<file path="src/rtl/divider_unit_pkg.sv">
// Shared types for the divide unit: request opcode, FSM states and counter width.
package divider_unit_pkg;

   localparam int DIV_CNT_W = 7;

   typedef enum logic {
      DIVOP = 1'b0,
      MODOP = 1'b1
   } divider_op_t;

   typedef enum logic [1:0] {
      DIV_IDLE = 2'd0,
      DIV_BUSY = 2'd1,
      DIV_DONE = 2'd2
   } div_state_t;

endpackage

</file>
<file path="src/rtl/div_restoring_step.sv">
// One radix-2 restoring iteration: shift the next dividend bit into the
// partial remainder, subtract the divisor when it fits, record the quotient bit.
module div_restoring_step #(
   parameter int WIDTH = 64
) (
   input  logic [WIDTH:0]   rem,
   input  logic [WIDTH-1:0] quo,
   input  logic [WIDTH-1:0] divisor,
   output logic [WIDTH:0]   rem_next,
   output logic [WIDTH-1:0] quo_next
);

   logic [WIDTH:0] shifted;
   logic [WIDTH:0] diff;
   logic           fits;

   // Trial subtraction; keep the shifted remainder when the divisor does not fit.
   always_comb begin
      shifted  = {rem[WIDTH-1:0], quo[WIDTH-1]};
      diff     = shifted - {1'b0, divisor};
      fits     = (shifted >= {1'b0, divisor});
      rem_next = fits ? diff : shifted;
      quo_next = {quo[WIDTH-2:0], fits};
   end

endmodule

</file>
<file path="src/rtl/divider_unit.sv">
// Multi-cycle integer divide/remainder unit (DIV/DIVU/MOD/MODU and word forms).
// Operands are reduced to magnitudes at accept, divided one bit per cycle by a
// restoring step, and the sign/extension fixup is applied on entry to DONE.
// Divide-by-zero and signed overflow bypass the iteration and answer after one cycle.
module divider_unit
   import divider_unit_pkg::*;
#(
   parameter int WIDTH      = 64,
   parameter int WORD_WIDTH = 32
) (
   input  logic              clk,
   input  logic              reset,
   input  logic              flush,
   input  logic              req_valid,
   output logic              req_ready,
   input  divider_op_t       req_op,
   input  logic              req_signed,
   input  logic              req_word,
   input  logic [WIDTH-1:0]  req_a,
   input  logic [WIDTH-1:0]  req_b,
   output logic              resp_valid,
   input  logic              resp_ready,
   output logic [WIDTH-1:0]  resp_result
);

   localparam logic [WIDTH-1:0] MIN_FULL = {1'b1, {(WIDTH-1){1'b0}}};
   localparam logic [WIDTH-1:0] MIN_WORD = {{(WIDTH-WORD_WIDTH+1){1'b1}}, {(WORD_WIDTH-1){1'b0}}};
   localparam logic [DIV_CNT_W-1:0] CNT_FULL = DIV_CNT_W'(WIDTH);
   localparam logic [DIV_CNT_W-1:0] CNT_WORD = DIV_CNT_W'(WORD_WIDTH);

   div_state_t             state;
   logic [DIV_CNT_W-1:0]   count;
   divider_op_t            op_q;
   logic                   word_q;
   logic                   neg_q;
   logic                   neg_r;
   logic [WIDTH:0]         rem_q;
   logic [WIDTH-1:0]       quo_q;
   logic [WIDTH-1:0]       div_q;

   logic [WIDTH:0]         rem_nx;
   logic [WIDTH-1:0]       quo_nx;

   logic signed [WIDTH-1:0] a_ext;
   logic signed [WIDTH-1:0] b_ext;
   logic [WIDTH-1:0]        a_mag;
   logic [WIDTH-1:0]        b_mag;
   logic                    sign_a;
   logic                    sign_b;
   logic                    b_zero;
   logic                    ovf;

   // Bring an operand to full width: word ops keep the low half, sign- or zero-extended.
   function automatic logic signed [WIDTH-1:0] op_extend(input logic [WIDTH-1:0] v,
                                                         input logic is_word,
                                                         input logic is_signed);
      logic signed [WIDTH-1:0] r;
      if (!is_word)
         r = v;
      else if (is_signed)
         r = {{(WIDTH-WORD_WIDTH){v[WORD_WIDTH-1]}}, v[WORD_WIDTH-1:0]};
      else
         r = {{(WIDTH-WORD_WIDTH){1'b0}}, v[WORD_WIDTH-1:0]};
      return r;
   endfunction

   // Absolute value when the operand is known negative.
   function automatic logic [WIDTH-1:0] magnitude(input logic signed [WIDTH-1:0] v,
                                                  input logic is_neg);
      logic signed [WIDTH-1:0] r;
      r = is_neg ? -v : v;
      return r;
   endfunction

   // Final result: optional negation, then word results sign-extended from bit 31.
   function automatic logic [WIDTH-1:0] fixup(input logic [WIDTH-1:0] v,
                                              input logic is_neg,
                                              input logic is_word);
      logic [WIDTH-1:0] r;
      r = is_neg ? (~v + 1'b1) : v;
      if (is_word)
         r = {{(WIDTH-WORD_WIDTH){r[WORD_WIDTH-1]}}, r[WORD_WIDTH-1:0]};
      return r;
   endfunction

   // Operand preparation at the request boundary: extension, signs, magnitudes, special cases.
   always_comb begin
      a_ext  = op_extend(req_a, req_word, req_signed);
      b_ext  = op_extend(req_b, req_word, req_signed);
      sign_a = req_signed & a_ext[WIDTH-1];
      sign_b = req_signed & b_ext[WIDTH-1];
      a_mag  = magnitude(a_ext, sign_a);
      b_mag  = magnitude(b_ext, sign_b);
      b_zero = (b_ext == '0);
      ovf    = req_signed && (&b_ext) &&
               (a_ext == (req_word ? MIN_WORD : MIN_FULL));
   end

   div_restoring_step #(
      .WIDTH (WIDTH)
   ) u_step (
      .rem      (rem_q),
      .quo      (quo_q),
      .divisor  (div_q),
      .rem_next (rem_nx),
      .quo_next (quo_nx)
   );

   // Control FSM with registered handshake outputs, iteration registers and result fixup.
   always_ff @(posedge clk or posedge reset) begin
      if (reset) begin
         state       <= DIV_IDLE;
         count       <= '0;
         op_q        <= DIVOP;
         word_q      <= 1'b0;
         neg_q       <= 1'b0;
         neg_r       <= 1'b0;
         rem_q       <= '0;
         quo_q       <= '0;
         div_q       <= '0;
         req_ready   <= 1'b1;
         resp_valid  <= 1'b0;
         resp_result <= '0;
      end else if (flush) begin
         state      <= DIV_IDLE;
         req_ready  <= 1'b1;
         resp_valid <= 1'b0;
      end else begin
         case (state)
            DIV_IDLE: begin
               if (req_valid) begin
                  state     <= DIV_BUSY;
                  req_ready <= 1'b0;
                  op_q      <= req_op;
                  word_q    <= req_word;
                  div_q     <= b_mag;
                  if (b_zero) begin
                     // Quotient all ones, remainder is the dividend; no iteration.
                     quo_q <= '1;
                     rem_q <= {1'b0, a_ext};
                     neg_q <= 1'b0;
                     neg_r <= 1'b0;
                     count <= '0;
                  end else if (ovf) begin
                     // Most-negative / -1: quotient is the dividend, remainder zero.
                     quo_q <= a_ext;
                     rem_q <= '0;
                     neg_q <= 1'b0;
                     neg_r <= 1'b0;
                     count <= '0;
                  end else begin
                     // Word dividends are left-aligned so the step always consumes quo[MSB].
                     quo_q <= req_word ? {a_mag[WORD_WIDTH-1:0], {(WIDTH-WORD_WIDTH){1'b0}}}
                                       : a_mag;
                     rem_q <= '0;
                     neg_q <= req_signed & (sign_a ^ sign_b);
                     neg_r <= sign_a;
                     count <= req_word ? CNT_WORD : CNT_FULL;
                  end
               end
            end
            DIV_BUSY: begin
               if (count != '0) begin
                  rem_q <= rem_nx;
                  quo_q <= quo_nx;
                  count <= count - 1'b1;
               end else begin
                  state       <= DIV_DONE;
                  resp_valid  <= 1'b1;
                  resp_result <= fixup((op_q == DIVOP) ? quo_q : rem_q[WIDTH-1:0],
                                       (op_q == DIVOP) ? neg_q : neg_r,
                                       word_q);
               end
            end
            DIV_DONE: begin
               if (resp_ready) begin
                  state      <= DIV_IDLE;
                  req_ready  <= 1'b1;
                  resp_valid <= 1'b0;
               end
            end
            default: begin
               state      <= DIV_IDLE;
               req_ready  <= 1'b1;
               resp_valid <= 1'b0;
            end
         endcase
      end
   end

endmodule

</file>
<file path="config.mk">
export PLATFORM = sky130hd
export DESIGN_NAME = divider_unit
export DESIGN_NICKNAME = d
export VERILOG_FILES = /design/src/rtl/divider_unit_pkg.sv /design/src/rtl/div_restoring_step.sv /design/src/rtl/divider_unit.sv
export SDC_FILE = /design/constraint.sdc
export NUM_CORES = 1
export LEC_CHECK = 0
export CAP_MARGIN = 25
export CORE_ASPECT_RATIO = 0.8
export CORE_MARGIN = 10
export CORE_UTILIZATION = 40
export CTS_CLUSTER_DIAMETER = 30
export DETAILED_ROUTE_END_ITERATION = 16
export DONT_BUFFER_PORTS = 1
export PLACE_DENSITY = 0.62
export SYNTH_ARGS = -nofsm -noshare
export SYNTH_HDL_FRONTEND = slang
export SYNTH_SLANG_ARGS = --single-unit
</file>
<file path="constraint.sdc">
create_clock -name clk -period 10.1 [get_ports clk]
set_clock_uncertainty 0.15 [all_clocks]
set_input_delay 2.525 -clock clk [delete_from_list [all_inputs] [get_ports clk]]
set_output_delay 2.525 -clock clk [all_outputs]
set_load 0.1 [all_outputs]
</file>
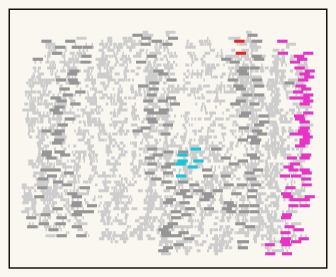
Fig. 1. Where the registers sit (run 1).
Other sequential cells in the stronger grey, the rest of the logic in the fainter grey.
legend:
  count:
    colour: cyan
    placed_flops: 7
    where: centre
  state:
    colour: red
    placed_flops: 2
  resp_result:
    colour: magenta
    placed_flops: 64
    where: a vertical strip on the right
Seq area share: 26.5%
sequential power: 3.09 mW

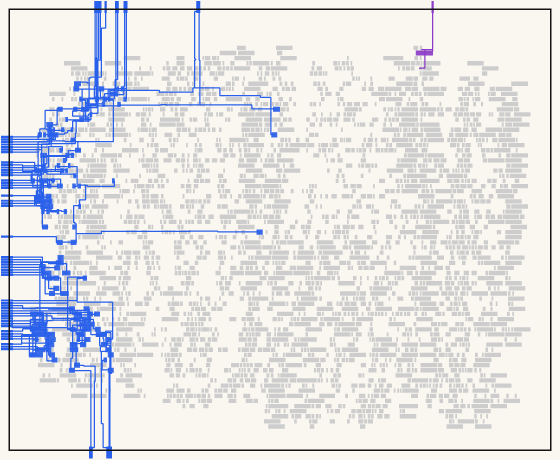
Fig. 2. Nets reached from selected ports (run 1).
legend:
  resp_valid:
    colour: purple
    bits: 1
    direction: output
    edge: top
    end_cells: 1
    buffers: 0
    wire: 40.7 um
  req_b:
    colour: blue
    bits: 64
    direction: input
    edge: 48 left, 11 top, 5 bottom
    end_cells: 161
    buffers: 0
    wire: 3,900 um
port buffer count: 0
# IOs: 202

==> run notes, run 1 <==
fresh numbers from the pnr run: run status finished clean, vias in the first global route 21,400, post_cts resized 0, Hold Worst Slack 326 ps, nonclk buf count 31, antenna-violating nets left 0, chip height 234 um, Distinct lib cells used 105, CP max FO 28, Setup TNS Final 0 ps, Non-Clock Buffer Area Fraction 1.07%, kind of critical path input pin to flop, pin count of the biggest net entering global routing 169, routed vias/inst 6.25, root buf cell clkbuf_16, Comb area share a little under 60%, Layout area overhead 12.3%, Area leader share 29.6%, synthesized area per cell 7.71 um^2, PwrDens 398 mW/mm^2, post-synthesis chip area from yosys 0.0228 mm^2, Critical Path Start Type input pin, diodes inserted 1, Post-Layout Cell Count roughly 3,700, most common flop cell mapped by yosys dfrtp_1, XORs/XNORs by Area 8.29%, # fillers ~5,700, final core occ 45.3%, detailed-route wire length per cell 25.5 um, Die X 287 um, yosys warns 0, crit path setup slack, layout 3820 ps, CTS buffer count roughly 66, Comb area 0.0148 mm^2, sequential cell count 271, # clock sinks ~270, total design power 10.2 mW
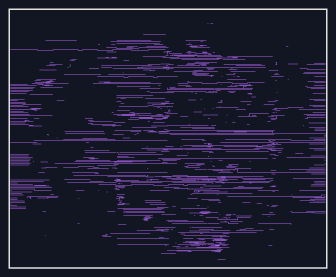
Fig. 3. M3 wires (run 1).
nets with wire on the layer: 471
main direction: horizontal
longest straight run: 121 um
share of all routed wire: 11%
final wirelength: 94,000 um
Vias: 23,000

## run 1: power by group
| group | internal (mW) | switching [mW] |
|---|---|---|
| clock network | 1.60 | 0.712 |
| logic | 1.79 | 3.02 |
| registers | 1.54 | 1.55 |
| total | 4.92 | 5.28 |
## run 1: worst max-delay path: stages
cell and delay [ps]:
nor2_1 200, a21oi_1 130, buf_4 210, nor4_1 890
nor4bb_1 500, nand3_1 650, nand2_1 1000, o21ai_0 240
o21ai_0 120, o21ai_0 90
## run 1: state kept, by name, summed over array words and instances, names as in the netlist
name,count
resp_valid,1
state,2
req_ready,1
neg_q,1
rem_q,64
resp_result,64
word_q,1
count,7
op_q,1
div_q,64
neg_r,1
quo_q,64
## run 1: routing by layer
layer	vias to the layer above	part of all wire (%)	global-route usage, %
met5	-	0.015	0
met4	2	3.7	10.1
met3	190	11	7.00
met2	1266	40	37.8
met1	10900	45	38.8
li1	10600	-	-
## run 1: path summary, 6_finish.rpt
path,from,end,slack (ps),cells after the start
worst max-delay path,req_a[43],quo_q[31]$_DFFE_PP0P_,3820,10
worst max register to register,op_q$_DFFE_PP0P_,resp_result[43]$_DFFE_PP0P_,4870,9
worst min-delay path,div_q[61]$_DFFE_PP0P_,div_q[61]$_DFFE_PP0P_,330,2
worst min register to register,div_q[61]$_DFFE_PP0P_,div_q[61]$_DFFE_PP0P_,330,2
max in group asynchronous,reset,resp_result[10]$_DFFE_PP0P_,6110,3
min in group asynchronous,reset,div_q[5]$_DFFE_PP0P_,1670,1
## run 1: kinds of logic after synthesis
group	count (synthesis)
AOI/OAI and AO/OA	1006
xor gates and xnor gates	216
adders and majority gates	71
buffers and inverters	307
DFF	271
muxes	90
and+or+nand+nor	999
==> run 2, diff against run 1 <==
- PLACE_DENSITY: 0.62 -> 0.6
- clock period: 10.1 -> 6.3 ns (I/O delays scaled with it)
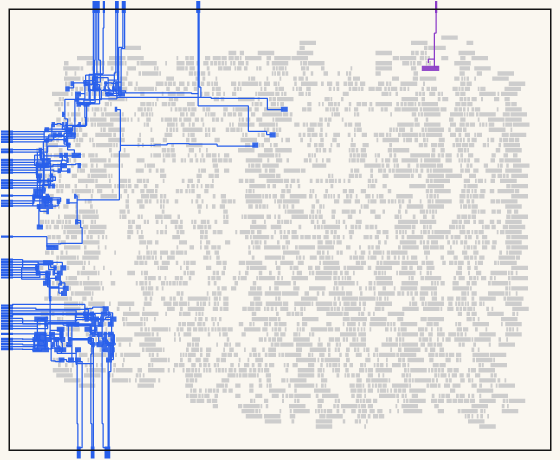
Fig. 4. Nets reached from selected ports (run 2).
legend:
  resp_valid:
    colour: purple
    bits: 1
    direction: output
    edge: top
    end_cells: 1
    buffers: 0
    wire: 38.4 um
  req_b:
    colour: blue
    bits: 64
    direction: input
    edge: 46 left, 11 top, 7 bottom
    end_cells: 161
    buffers: 0
    wire: 4,000 um

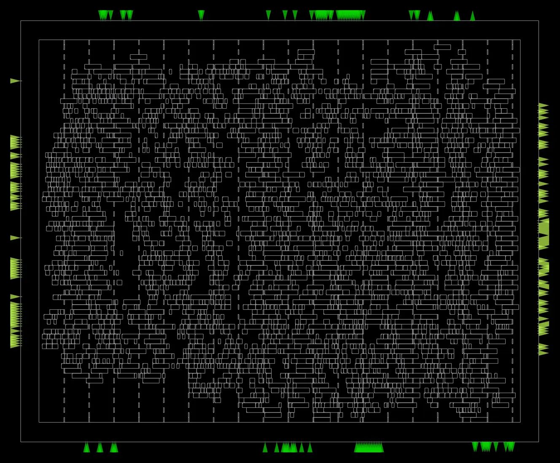
Fig. 5. Cell outlines without signal wires (run 2).
sequential cell count: 271
final core occ: 45.0%
tapcell count: 760
Post-Layout Cell Count: 3,683

==> run notes, run 2 <==
fresh numbers from the pnr run: Vias 22,800, met1 Track Usage GR 38.7%, chip height around 230 um, Critical Path Start Type flop, gr busiest metal met1, most common flop cell mapped by yosys dfrtp_1, critical path launch point rem_q[55]$_DFFE_PP0P_, Layout area overhead 11.5%, # clock sinks roughly 270, # fillers around 5,600, Setup TNS Final 0 ps, antenna-violating nets left 0, post_cts resized 0, Die X around 290 um, total design power 15.9 mW, routed vias/inst 6.19, run status finished clean, hold path depth 2, Hold Worst Slack ~330 ps, met3 Track Usage GR 6.72%, detailed-route wire length per cell ~25 um, hold_sp div_q[42]$_DFFE_PP0P_, Pins Over Slew Limit 0, Area leader share 29.6%, Reg2Reg Depth 11, PwrDens approximately 630 mW/mm^2, crit path to rem_q[51]$_DFFE_PP0P_, yosys warns 0, Distinct lib cells used 105, post-synthesis chip area from yosys 0.0228 mm^2, launching point of the worst reg2reg path rem_q[55]$_DFFE_PP0P_, final wirelength 92,700 um, port buffer count 0, R2R setup slack roughly 1300 ps, synthesized area per cell 7.71 um^2, crit path setup slack, layout 1270 ps, # IOs 202
==> run 2: critical path: stages (launching register included) <==
cell and delay (ps):
dfrtp_1 550, ha_1 560, and4_1 350, nand3_1 140, or3_1 470, a2111oi_0 740, o211ai_1 370, a31oi_4 800
buf_12 280, o31a_1 170, nand2_1 130, a21oi_1 160
==> run 2: worst min path at each step <==
stage / slack (ps) / end
2_1_floorplan: 300 / div_q[10]$_DFFE_PP0P_
5_1_grt: 350 / div_q[28]$_DFFE_PP0P_
3_3_place_gp: 310 / div_q[29]$_DFFE_PP0P_
4_1_cts: 330 / div_q[15]$_DFFE_PP0P_
6_report: 330 / div_q[42]$_DFFE_PP0P_
3_5_place_dp: 320 / div_q[15]$_DFFE_PP0P_
==> run 2: per-layer routing <==
layer / wire, um / up-vias
li1: - / 10600
met1: 42300 / 10800
met2: 37100 / 1197
met3: 10100 / 155
met4: 3260 / 0
met5: 0 / -
==> run 2: final cells by class <==
cell class	count	area, um^2	share of cell area [%]
Multi-Input combinational cell	2382	14800	58.0
Sequential cell	271	6790	26.7
Clock buffer	76	1660	6.53
Tap cell	760	951	3.74
Clock inverter	37	473	1.86
Inverter	115	437	1.72
Timing Repair Buffer	41	374	1.47
Antenna cell	1	2.50	0.00983
==> run 2: kinds of logic after synthesis <==
group | synth area share [%]
muxes | 4.02
AOI/OAI and AO/OA | 27.1
xor gates and xnor gates | 8.29
adders and majority gates | 3.92
buffers and inverters | 5.80
and+or+nand+nor | 21.1
DFF | 29.7
==> run 2: where the power goes <==
part           total [mW]  internal (mW)  leakage, nW  switching, mW
clock                3.25           2.10         1.00           1.15
sequential           4.95           2.46         3.35           2.48
combinational        7.73           2.91         5.79           4.82
total                15.9           7.47         10.1           8.45
No activity file was given, so power comes from the tool's default toggle rates.
